Design ram_word_sequencer_flat, sky130hd; sources not shown.
met1.png
Bar = 20 um. Supply wires on this layer in grey.
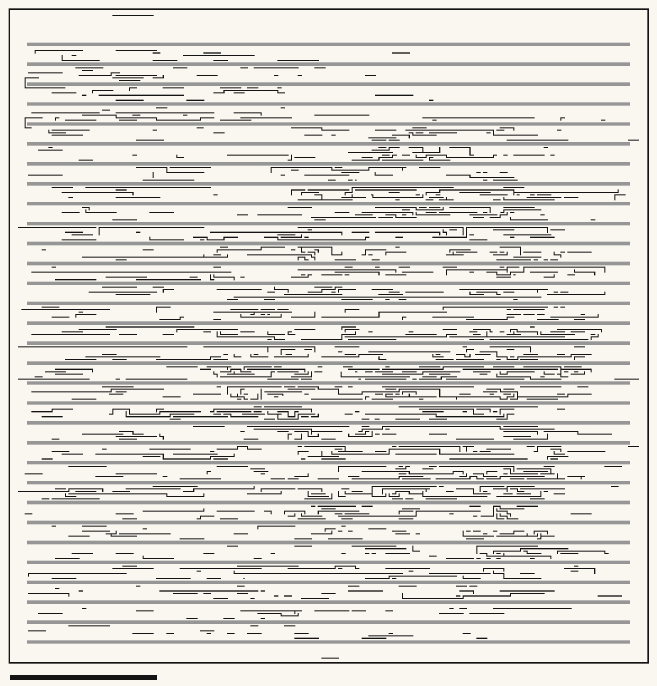
wire length on this layer = 3490 um
share of all routed wire = 41%
main direction = horizontal
longest straight run = 41.9 um
sum of routed wire length over all layers: 8.458 mm
Vias: 2989
met1 Use GR: 0.2872

met2.png
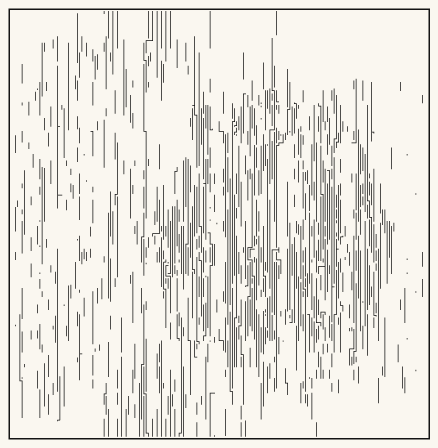
share of all routed wire = 47%
longest straight run = 33.7 um
wire length on this layer = 4010 um
nets with wire on the layer = 426
main direction = vertical
routing usage on met2: 0.3865

==> run summary <==
Flow results.

- The combinational logic power is 960 uW.
- In the final layout, excluding clock inverters the inverter count is 5.
- The cell with the most instances on the worst path is sky130_fd_sc_hd__nor2_1.
- The pre-CTS setup check shows a worst slack of 3.544 ns.
- The number of gates resized after CTS is 0.
- The number of clock buffer instances in the layout is 10.
- The data arrival time reported for the critical path is 3.73 ns.
- The count of final max-slew check failures is 0.
- The clock share of power is 0.183.
- Among the non-sequential cells, simple AND/OR/NAND/NOR gates take the most area.
- The measured slew at the worst slew-check pin is around 0.86 ns.
- The area taken by sequential standard cells is reported as 1602 um2.
- Entering global routing, the biggest net connects 36 pins.
- After synthesis, the share of cell area in mux cells is 0.1237.
- The largest cell class by area is multi-input combinational cells.
- The area enclosed by the die boundary is 7743 um2.
- Per the detail_route report, DRC violations left total 0.
- The report lists the power per cell area as 391.2 nW/um2.
- The number of setup buffers added after CTS is 0.
- The site row count is 30.
- The initial antenna violation count was 0.
- The via count normalized by instance count is 5.815.
- The cell depth of the worst min-delay path is 1.
- Before antenna repair, the detailed router went through 4 iterations.
- The critical path contains buffers and inverters numbering 2 combined.
- The most common logic cells in the final layout are sky130_fd_sc_hd__clkdlybuf4s50_1, sky130_fd_sc_hd__dfrtp_1, sky130_fd_sc_hd__mux2_2.
- CTS built an H-tree with a depth of 3.
- The worst slew margin relative to its limit is 0.4266.
- The maximum cell stage delay along the critical path is between 0.6 and 0.7 ns.
- The fraction of final cell area spent on clock buffers and inverters in this run is 0.04815.
- The fraction of registers with async set/reset is 1.000.
- The overall power of the completed layout is approximately 1900 uW.
- In this run the deepest clock path goes through 2 buffers.
- The worst min-delay path category is reg -> reg.
- The main flop type is sky130_fd_sc_hd__dfrtp_1.
- Registers represent a cell area share of 0.3368.
- The post-route clock period utilization is 0.4750.
- The critical path maximum fanout is 10.
- Tap insertion was completed with 80 tapcells.
- The number of hold violations in the final report is 0.
- The met3 wirelength from detailed routing is between 700 and 800 um.
- The number of enable flip-flop cells is 0.
- The fraction of post-synthesis cell area in the top cell type by area is 0.4591.
- The number of I/O pins is between 90 and 100.
- In the power breakdown, the internal column shows 1146 uW.
- The cell type that accounts for the most area after synthesis is sky130_fd_sc_hd__dfrtp_1.
- The CTS report gives the tree buffer count as 9.
- The number of different library cells used by synthesis comes to 63.
- The area taken by multi-input combinational cells is reported as 1752 um2.
- The highest-delay cell along the critical path is sky130_fd_sc_hd__clkdlybuf4s50_1.
- Yosys attributes the largest share of cell area to sky130_fd_sc_hd__dfrtp_1, sky130_fd_sc_hd__mux2_2, sky130_fd_sc_hd__nand2_1.
- The kind of start point of the critical path is an input pin.
- The net switching power in the latest report is 714.3 uW.
- The post-synth area from yosys stat is around 3500 um2.
- The antenna diode instance count is 0.
- Global routing put the most usage on met2.
- The number of sequential cells reported for the layout is 64.
- Final hold analysis gives a worst-case slack of 0.5049 ns.
- The net count of the finished layout is around 470.
- The end-of-flow core utilization is 0.7078.
- The combinational gate count is about 240.
- The vertical die dimension reported for this design is 89 um.
- The adder and majority cell fraction of the synthesized area is 0.01435.
- The number of non-clock buffers is ~110.
- The share of total power in combinational logic is 0.516.
- The cell-mix breakdown from Yosys lists the simple-gate area share as 0.1650.
- The power report lists the clock group at 341 uW.
- The cell-mix breakdown from Yosys lists the XOR/XNOR area share as 0.04914.
- The worst IR drop on VDD is between 0.2 and 0.25 mV.
- The minimum clock period is 3.515 ns.
- The aggregate global-route resource usage is 0.2356.
- The leakage component of the power was reported as between 0.002 and 0.0025 uW.
- Multi-input logic gates represent a cell area share of 0.3683.
- Of the synthesized area, sequential elements account for 0.4591.
- The post-placement cell area is 4527 um2.
- TritonCTS built the clock tree.
- At the floorplan stage, the core utilization is reported as 0.5192.
- The layout cell share with drive strength beyond 1 is 0.1728.
- The number of sinks driven by the clock tree is roughly 64.
- The layout has 504 filler cells.
- The maximum frequency from static timing analysis is 284.5 MHz.
- The tally of buffers added on design ports is 92.
- The power dissipated in sequential cells is about 560 uW.
- Measured on the final layout, buffering overhead outside the clock network stands at 0.2218.
- The number of nets handed over by synthesis was 367.
- The and-or/or-and share of the synthesized area is 0.1499.
- The remaining number of nets flagged by the antenna check after routing is 0.
- The worst setup slack for register-to-register paths is 4.44 ns.
- The share of total power dissipated in sequential elements is 0.301.
- In this run the clock root is driven by a sky130_fd_sc_hd__clkbuf_8.
- The wire length on met2 is 4.010 mm.
- Per the finish-stage timing summary, setup violations number 0.
- The number of maximum-capacitance violations is 0.
- Once placement completed, the tool counted placed cells totaling approximately 500.
- The worst setup path is captured at a register.
- Per STA, the worst path is made up of clkdlybuf4s50_1, nor2_1, and3_1, a21oi_1, clkbuf_1, nor2_1, o41ai_1.
- The number of cells on the critical path is 7.
- Per the post-synthesis report, the number of cells in the design is 325.
- Dividing the synthesized area by the synthesized cell count gives 10.73 um2.
- For the worst setup path, the data required time is roughly 7.6 ns.
- After global routing the overflow that remains totals 0.
- The flow ran to the end, and the final reports show no timing, DRC or antenna violations.
- The via count of the first global-routing pass was roughly 3000.
- After synthesis, the most frequently instantiated cells are sky130_fd_sc_hd__dfrtp_1, sky130_fd_sc_hd__mux2_2, sky130_fd_sc_hd__nand2_1.
- The total cells reported by yosys after synthesis is 325.
- The clock insertion delay at the later pin of the skew report is 0.34 ns.
- The highest metal layer with signal wires is met4.
- The total of flip-flops plus latches after synthesis is 64.
- The slack of the critical path is 3.885 ns.
- The share of total power consumed by net switching is 0.3839.
Power and IR drop assume default switching activity.
